**Run 1: selected gate families**

(1.5 px per µm)
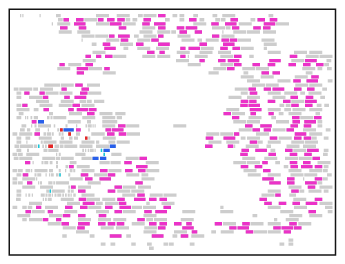
**Run 1: sizing map**

(1.5 px per µm)
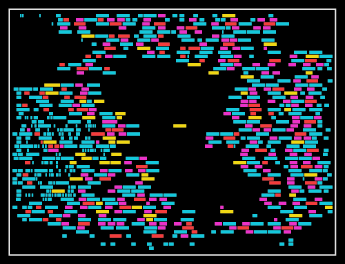
**Run 1: routed metal per tile**

(1 px per µm) The die is cut into 22 by 16 equal tiles; dark purple is low, yellow is high, scaled to the fullest tile. Values are wire area over tile area, all layers added.
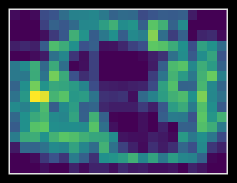
**config.mk**
```make
export PLATFORM = sky130hd
export DESIGN_NAME = fetch_queue_unit
export DESIGN_NICKNAME = d
export VERILOG_FILES = /design/src/rtl/fetch_queue_unit.sv
export SDC_FILE = /design/constraint.sdc
export NUM_CORES = 1
export LEC_CHECK = 0
export CORE_ASPECT_RATIO = 0.75
export CORE_UTILIZATION = 31
export CTS_CLUSTER_SIZE = 25
export DETAILED_ROUTE_END_ITERATION = 8
export GPL_ROUTABILITY_DRIVEN = 0
export PLACE_DENSITY = 0.58
export SLEW_MARGIN = 5
export SYNTH_ARGS = -nofsm -noshare
export SYNTH_HDL_FRONTEND = slang
export SYNTH_SLANG_ARGS = --single-unit
```
**constraint.sdc**
```tcl
create_clock -name clk -period 3.35 [get_ports clk]
set_input_delay 0.5025 -clock clk [delete_from_list [all_inputs] [get_ports clk]]
set_output_delay 0.5025 -clock clk [all_outputs]
set_load 0.05 [all_outputs]
```
**src/rtl/fetch_queue_unit.sv**
```systemverilog
// ============================================================================
// Module   : fetch_queue_unit
// Brief    : Prefetching instruction fetch unit with a DEPTH-entry queue
//            between the 32-bit instruction memory port and the decoder.
// Revision : 1.0 - initial release
// ============================================================================
`default_nettype none

module fetch_queue_unit #(
   parameter int ADDR_W = 14,
   parameter int DEPTH  = 4
) (
   input  logic              clk,
   input  logic              a_rst,
   output logic              mem_req,
   output logic [ADDR_W+1:0] mem_addr,
   input  logic              mem_ack,
   input  logic [31:0]       mem_data,
   input  logic              pc_w,
   input  logic [ADDR_W+1:0] pc_alu,
   input  logic              ir_pop,
   output logic              ir_valid,
   output logic [15:0]       ir_out,
   output logic [15:0]       k16_out,
   output logic [ADDR_W+1:0] pc_out
);

   localparam int c_ptr_w = (DEPTH > 1) ? $clog2(DEPTH) : 1;
   localparam int c_cnt_w = $clog2(DEPTH + 1);
   localparam logic [c_cnt_w:0] c_depth = (c_cnt_w + 1)'(DEPTH);

   localparam logic [0:0] c_idle = 1'b0;
   localparam logic [0:0] c_wait = 1'b1;

   logic [0:0]          r_state;
   logic [ADDR_W-1:0]   r_fpc;
   logic                r_drop;
   logic                r_mem_req;
   logic [ADDR_W+1:0]   r_mem_addr;
   logic [c_ptr_w-1:0]  r_rp;
   logic [c_ptr_w-1:0]  r_wp;
   logic [c_cnt_w-1:0]  r_count;
   logic [31:0]         r_data [DEPTH];
   logic [ADDR_W-1:0]   r_epc  [DEPTH];

   logic w_busy;
   logic w_credit;
   logic w_push;
   logic w_pop;
   logic w_unused;

   assign w_busy   = (r_state == c_wait);
   // Counting the outstanding request as a reserved slot keeps the queue from overflowing
   assign w_credit = ({1'b0, r_count} + {{c_cnt_w{1'b0}}, w_busy}) < c_depth;
   assign w_push   = w_busy & mem_ack & ~r_drop & ~pc_w;
   assign w_pop    = ir_pop & ir_valid & ~pc_w;
   assign w_unused = ^pc_alu[1:0];

   always_ff @(posedge clk or negedge a_rst) begin
      if (!a_rst) begin
         r_state    <= c_idle;
         r_fpc      <= '0;
         r_drop     <= 1'b0;
         r_mem_req  <= 1'b0;
         r_mem_addr <= '0;
      end else begin
         case (r_state)
            c_idle: begin
               if (w_credit && !pc_w) begin
                  r_mem_req  <= 1'b1;
                  r_mem_addr <= {r_fpc, 2'b00};
                  r_state    <= c_wait;
               end
            end
            c_wait: begin
               if (mem_ack) begin
                  r_mem_req <= 1'b0;
                  r_drop    <= 1'b0;
                  r_state   <= c_idle;
               end else if (pc_w) begin
                  r_drop <= 1'b1;
               end
            end
            default: r_state <= c_idle;
         endcase

         if (pc_w) begin
            r_fpc <= pc_alu[ADDR_W+1:2];
         end else if (w_push) begin
            r_fpc <= r_fpc + ADDR_W'(1);
         end
      end
   end

   always_ff @(posedge clk or negedge a_rst) begin
      if (!a_rst) begin
         r_rp    <= '0;
         r_wp    <= '0;
         r_count <= '0;
         for (int i = 0; i < DEPTH; i++) begin
            r_data[i] <= '0;
            r_epc[i]  <= '0;
         end
      end else if (pc_w) begin
         r_rp    <= '0;
         r_wp    <= '0;
         r_count <= '0;
      end else begin
         if (w_push) begin
            r_data[r_wp] <= mem_data;
            r_epc[r_wp]  <= r_fpc;
            r_wp         <= r_wp + c_ptr_w'(1);
         end
         if (w_pop) begin
            r_rp <= r_rp + c_ptr_w'(1);
         end
         case ({w_push, w_pop})
            2'b10:   r_count <= r_count + c_cnt_w'(1);
            2'b01:   r_count <= r_count - c_cnt_w'(1);
            default: r_count <= r_count;
         endcase
      end
   end

   assign mem_req  = r_mem_req;
   assign mem_addr = r_mem_addr;
   assign ir_valid = (r_count != '0);
   assign ir_out   = r_data[r_rp][31:16];
   assign k16_out  = r_data[r_rp][15:0];
   assign pc_out   = {r_epc[r_rp], 2'b00};

endmodule

`default_nettype wire

```
==> results_dict.tcl, run 1 <==
# collected from the flow reports
set metrics [dict create \
    grt_pass1_wl_um 36200 \
    nMultiInputCombCells 359 \
    cp-end-kind "primary output" \
    synth_area_um2 10700 \
    edf_count 0 \
    clkLatencyLatePin_ns 0.53 \
    clock_buffers 40 \
    cts_buffers 25 \
    top_cells_by_area "dfrtp_1 52%, mux2_4 22%, mux4_2 9.7%, mux2_2 4.0%, buf_12 3.0%" \
    max_stage_delay_ns 0.73 \
    top_area_share_pct 51.9 \
    ys.flops 222 \
    ys_sh_mux_pct 36.5 \
    topRoutingLayerUsed "met4" \
    power_density_nw_per_um2 933 \
    placementRows 58 \
    ys_sh_xor_pct 1.23 \
    syn_avg_cell_area_um2 17.0 \
    cp_num_cells 3 \
    finalCritPeriodShare_pct 93.2 \
    largest_class "registers" \
    start_kind "flop" \
    use_met3_pct 2.80 \
    sh_seq_area_pct 43.1 \
    cts_tree "built" \
    gr-usage-met2_pct 18.2 \
    hp-start "r_data[31]" \
    die_y_um 163 \
    ctsHoldBuffers 1 \
    startpoint "r_rp[0]" \
    post-route-min-period_ns 3.12 \
    setup_slack_ns 0.227 \
    power_leader "combinational cells" \
    pwr-share-clk_pct 22.8 \
    status "finished, final reports clean" \
    path_max_fanout 22 \
    switching_share_pct 37.3 \
    rsz0062_at_grt "false" \
    synthCells 629 \
    drt_iter0_markers 255 \
    clockBufferDepth 3 \
    synth_cell_types 40 \
    layout-drive-gt1-share_pct 40.4 \
    route.met2.wl_um 8890 \
    fin_skew_ns 0.00781 \
    top_regs "r_data: 128 flops, r_epc: 56 flops" \
    post_cts_buffers 0 \
    yosysTopAreaCell "dfrtp_1" \
    worst_slew_margin_rel_pct 54.6 \
    cp.arrival_ns 2.62 \
    dr.pass1.iters 4 \
    n_tap_cell 450 \
    slowest_stage "clkdlybuf4s50_1" \
    fillCellCount 3162 \
    final_util_pct 38.2 \
    finalHoldViolations 0 \
    clk_pin_slew_ns 0.06 \
    dpl_cell_area_um2 12100 \
    cp-endpoint "pc_out[5]" \
    common_cells "222 x dfrtp_1, 160 x mux2_4, 46 x mux4_2, 38 x mux2_2, 20 x nand2_1" \
    ios 119 \
    critPathKind "reg -> out" \
    comb_power_mw 5.39 \
    seqPwrFrac_pct 32.5 \
    largest_reg_flops 128 \
    ff_count 222 \
    p_total_mw 12.0 \
    initCoreUtil_pct 31.7 \
    met1_usage_pct 20.3 \
    maxCapViolations 0 \
    hpwl_um 13000 \
    p_sw_mw 4.49 \
    regToRegEndpoint "r_count[2]" \
    ys_cells 629 \
    fin_nets 795 \
    coreArea_um2 33700 \
    fmax_mhz 320 \
    p_leak_nw 6.07 \
    root_buffer "clkbuf_16" \
    post_cts_resized 0 \
    regArea_um2 5560 \
    grt_max_degree 86 \
    hold_class "reg -> reg" \
    htreeDepth 1 \
]
Back to the opening pictures, 'selected gate families':
| colour | family | cells | where |
|---|---|---|---|
| blue | adder and majority cells | 6 | middle left |
| red | AND and OR gates | 4 | middle left |
| cyan | inverters | 5 | middle left |
| magenta | multiplexers | 248 | widely spread |
Final Non-Filler Cells: 1203
combinational fraction of the cell area: 36.2%
most frequent logic cell in the layout: dfrtp_1

Back to the opening pictures, 'sizing map':
| colour | size | cells | most used |
|---|---|---|---|
| magenta | drive 3 to 4 | 169 | mux2_4 |
| yellow | drive 6 and up | 47 | clkbuf_16 |
| red | drive 2 | 88 | mux4_2 |
| cyan | drive 1 or less | 449 | dfrtp_1 |
Non-clk bufs: 123
Design Area, Final: 12900 µm²
area growth from synthesis to layout: 20.6%

Back to the opening pictures, 'routed metal per tile':
emptiest ninth of the die: centre
tiles over half the peak: 24%
nearly empty tiles: 15%
mean over tiles: 0.098
WL final: 22200 µm
GRT Total Usage: 13.1%
via count: 5504
drt wl/cell: 18.5 µm

**Run 1: metal layers overlaid**

(1.5 px per µm) Only two layers are drawn.
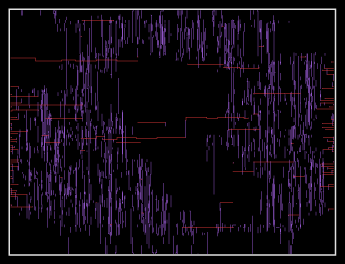

## Run 2: what changed since run 1
Settings changed: CORE_ASPECT_RATIO 0.75 to 1.4.
**Run 2: metal layers overlaid**

(1.5 px per µm) Only two layers are drawn.
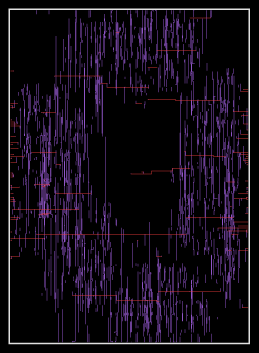
| colour | layer | wire length |
|---|---|---|
| red | met3 | 864 µm |
| purple | met2 | 11000 µm |
drt wl/cell: 18.6 µm
WL final: 22600 µm
via count: 5624
GRT Total Usage: 13.0%

**Run 2: selected gate families**

(1.5 px per µm)
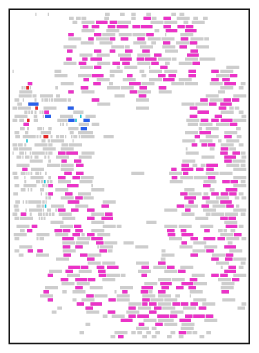
| colour | family | cells |
|---|---|---|
| blue | adder and majority cells | 6 |
| cyan | inverters | 5 |
| red | AND and OR gates | 4 |
| magenta | multiplexers | 248 |
combinational fraction of the cell area: 35.8%
Final Non-Filler Cells: 1215

==> run 2 against run 1 <==
Utilization rose by 0.085 points. Sequential share of layout area fell by 0.46 points. Synthesized cell count did not move. Register-to-register slack improved by 0.03 ns. Largest power group unchanged. Sequential cell count did not move.
==> results_dict.tcl, run 2 <==
# collected from the flow reports
set metrics [dict create \
    cts_tree "built" \
    n_all_buffers 130 \
    switching_share_pct 37.2 \
    clkLatencyLatePin_ns 0.53 \
    placementRows 80 \
    synthCells 629 \
    worst_slew_margin_rel_pct 55.0 \
    die_y_um 222 \
    post-route-min-period_ns 3.19 \
    edf_count 0 \
    top_cells_by_area "dfrtp_1 52%, mux2_4 22%, mux4_2 9.7%, mux2_2 4.0%, buf_12 3.0%" \
    nMultiInputCombCells 359 \
    p_leak_nw 6.15 \
    regArea_um2 5560 \
    wl_met1_um 10300 \
    pwr-share-clk_pct 23.6 \
    power_density_nw_per_um2 935 \
    n_tap_cell 451 \
    grt_pass1_vias 6168 \
    ys_cells 629 \
    io_buffers 112 \
    final_util_pct 38.3 \
    maxCapViolations 0 \
    regToRegEndpoint "r_count[2]" \
    overflow 0 \
    hold_class "reg -> reg" \
    seqPwrFrac_pct 32.5 \
    finalInstanceArea_um2 13000 \
    post_cts_resized 0 \
    synth_cell_types 40 \
    clock_buffers 34 \
    route.met2.wl_um 11000 \
    setup_viol 0 \
    layout_top_cell "dfrtp_1" \
    topRoutingLayerUsed "met4" \
    dr.pass1.iters 4 \
    drt_iter0_markers 338 \
    setup_slack_ns 0.156 \
    power_leader "combinational cells" \
    cp-end-kind "primary output" \
    yosysTopAreaCell "dfrtp_1" \
    dieWidth_um 159 \
    coreArea_um2 34000 \
    finalCritPeriodShare_pct 95.3 \
    met1_usage_pct 17.5 \
    fin_skew_ns 0.00841 \
    hp-start "r_data[63]" \
    synthAoiAreaFrac_pct 1.11 \
    common_cells "222 x dfrtp_1, 160 x mux2_4, 46 x mux4_2, 38 x mux2_2, 20 x nand2_1" \
    initCoreUtil_pct 31.4 \
    ios 119 \
    synth_area_um2 10700 \
    grt_max_degree 86 \
    ant_nets 0 \
    max_stage_delay_ns 0.72 \
    root_buffer "clkbuf_16" \
    holdPathEnd "r_data[63]" \
    synth_seq_share_pct 51.9 \
    grt-busiest-layer "met2" \
    diodes 0 \
    dpl_cell_area_um2 12100 \
    ys_sh_xor_pct 1.23 \
    ff2ff_path_depth 6 \
    grt_pass1_wl_um 36300 \
    area_growth_pct 21.9 \
    critPathKind "reg -> out" \
    fillCellCount 3216 \
    finalHoldViolations 0 \
    rsz0062_at_grt "false" \
    status "finished, final reports clean" \
    sh_seq_area_pct 42.6 \
    cp.arrival_ns 2.69 \
    clockBufferDepth 3 \
    post_cts_buffers 1 \
    fin_nets 803 \
    logic_family "multiplexers" \
    fmax_mhz 313 \
    start_kind "flop" \
    ys_area_um2 10700 \
    syn_avg_cell_area_um2 17.0 \
    top_cell "dfrtp_1" \
    async_flop_share_pct 100 \
    drc 0 \
    htreeDepth 1 \
    top_regs "r_data: 128 flops, r_epc: 56 flops" \
    cp_num_cells 3 \
    clock_sinks 222 \
    largest_class "registers" \
    clk_pin_slew_ns 0.06 \
    ff_count 222 \
    comb_power_mw 5.36 \
    cp-endpoint "ir_out[15]" \
    p_sw_mw 4.55 \
    whs_path_depth 1 \
    cts_buffers 26 \
    path_cells "buf_4 -> mux4_2 -> clkdlybuf4s50_1" \
    ys.flops 222 \
    hpwl_um 13600 \
    comb_area_um2 4670 \
    p_total_mw 12.2 \
    slowest_stage "clkdlybuf4s50_1" \
    vias_per_cell 4.63 \
    ctsHoldBuffers 1 \
    top_area_share_pct 51.9 \
    stage_log_warnings 31 \
    startpoint "r_rp[0]" \
    p_int_mw 7.66 \
    ys_sh_mux_pct 36.5 \
    flop_cell "dfrtp_1" \
    path_max_fanout 12 \
    hold_ws_ns 0.498 \
    combinationalPowerShare_pct 43.9 \
    gr-usage-met2_pct 21.5 \
    largest_reg_flops 128 \
    antenna_found_initial 0 \
    use_met3_pct 1.89 \
    layout-drive-gt1-share_pct 41.5 \
]
**Run 2: sizing map**

(1.5 px per µm)
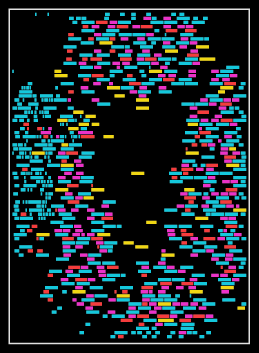

## Run 3: what changed since run 2
Settings changed: CORE_MARGIN set to 3.
**Run 3: sizing map**

(1.5 px per µm)
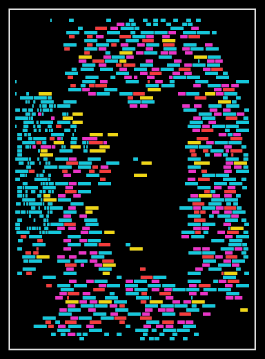
| colour | size | cells | most used |
|---|---|---|---|
| yellow | drive 6 and up | 43 | clkbuf_16 |
| magenta | drive 3 to 4 | 172 | mux2_4 |
| red | drive 2 | 92 | mux4_2 |
| cyan | drive 1 or less | 447 | dfrtp_1 |
area growth from synthesis to layout: 20.5%
Design Area, Final: 12900 µm²

==> run 3 against run 2 <==
Utilization about the same. First-iteration DRC count decreased by 5.6%. Power decreased by 1.6%. Final area decreased by 1.1%. Clock power decreased by 5%. Sequential share of layout area increased by 0.48 points. Combinational power about the same. Hold slack got worse by 0.41 ns. Critical path type unchanged. Sequential power decreased by 1%. Critical endpoint is now pc_out[6]. Count of clock-buffer cells in the layout unchanged.
==> results_dict.tcl, run 3 <==
# collected from the flow reports
set metrics [dict create \
    power_density_nw_per_um2 931 \
    synth_area_um2 10700 \
    fillCellCount 3166 \
    startpoint "r_rp[0]" \
    grt_pass1_wl_um 36300 \
    largest_class "registers" \
    clock_buffers 34 \
    final_util_pct 38.4 \
    seqPwrFrac_pct 32.6 \
    layout_top_cell "dfrtp_1" \
    ctsHoldBuffers 0 \
    regToRegEndpoint "r_count[2]" \
    ios 119 \
    comb_share_pct 36.2 \
    cp.arrival_ns 2.62 \
    path_max_fanout 18 \
    status "finished, final reports clean" \
    grt-busiest-layer "met2" \
    initCoreUtil_pct 31.8 \
    hpwl_um 13400 \
    top_cells_by_area "dfrtp_1 52%, mux2_4 22%, mux4_2 9.7%, mux2_2 4.0%, buf_12 3.0%" \
    p_sw_mw 4.49 \
    htreeDepth 1 \
    edf_count 0 \
    met1_usage_pct 16.8 \
    synthCells 629 \
    logic_family "multiplexers" \
    layout-drive-gt1-share_pct 40.7 \
    syn_avg_cell_area_um2 17.0 \
    start_kind "flop" \
    nMultiInputCombCells 359 \
    final_cells 1199 \
    hold_ws_ns 0.0928 \
    p_clk_mw 2.73 \
    post_cts_resized 0 \
    cts_tree "built" \
    n_tap_cell 445 \
    max_stage_delay_ns 0.72 \
    finalCritPeriodShare_pct 93.3 \
    slowest_stage "clkdlybuf4s50_1" \
    switching_share_pct 37.4 \
    rsz0062_at_grt "false" \
    path_cells "buf_4 -> mux4_2 -> clkdlybuf4s50_1" \
    post-route-min-period_ns 3.13 \
    dpl_cell_area_um2 12100 \
    combinationalPowerShare_pct 44.6 \
    common_cells "222 x dfrtp_1, 160 x mux2_4, 46 x mux4_2, 38 x mux2_2, 20 x nand2_1" \
    clkLatencyLatePin_ns 0.52 \
    yosysTopAreaCell "dfrtp_1" \
    n_all_buffers 126 \
    synth_seq_share_pct 51.9 \
    comb_power_mw 5.35 \
    p_leak_nw 6.08 \
    sh_seq_area_pct 43.1 \
    ant_nets 0 \
    coreArea_um2 33600 \
    clockBufferDepth 3 \
    overflow 0 \
    async_flop_share_pct 100 \
    fmax_mhz 320 \
    route.met2.wl_um 11000 \
    top_regs "r_data: 128 flops, r_epc: 56 flops" \
    post_cts_buffers 0 \
    ys_area_um2 10700 \
    clk_pin_slew_ns 0.06 \
    setup_slack_ns 0.224 \
    p_total_mw 12.0 \
    setup_viol 0 \
    cp_num_cells 3 \
    wl_met1_um 10000 \
    diodes 0 \
    ys_sh_xor_pct 1.23 \
    placementRows 79 \
    synth_cell_types 40 \
    top_cell "dfrtp_1" \
    top_area_share_pct 51.9 \
    use_met3_pct 2.18 \
    fin_nets 798 \
    dieWidth_um 163 \
    root_buffer "clkbuf_16" \
    topRoutingLayerUsed "met4" \
    power_leader "combinational cells" \
    ys_sh_mux_pct 36.5 \
    clock_sinks 222 \
    flop_cell "dfrtp_1" \
    fin_skew_ns 0.00840 \
    hold_class "in -> async" \
    largest_reg_flops 128 \
    antenna_found_initial 0 \
    adder_share_pct 0.772 \
    dr.pass1.iters 4 \
    vias_per_cell 4.67 \
    drt_iter0_markers 319 \
    cts_buffers 25 \
    ys.flops 222 \
    die_y_um 226 \
    cp-end-kind "primary output" \
    finalHoldViolations 0 \
    cp-endpoint "pc_out[6]" \
    p_int_mw 7.52 \
    ys_cells 629 \
    maxCapViolations 0 \
]
**Run 3: metal layers overlaid**

(1.5 px per µm) Only two layers are drawn.
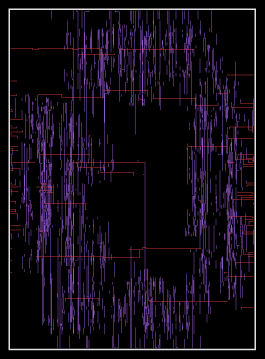
| colour | layer | wire length |
|---|---|---|
| red | met3 | 1050 µm |
| purple | met2 | 11000 µm |
drt wl/cell: 18.8 µm
via count: 5597
WL final: 22600 µm
GRT Total Usage: 12.4%

No activity file was given, so power comes from the tool's default toggle rates.
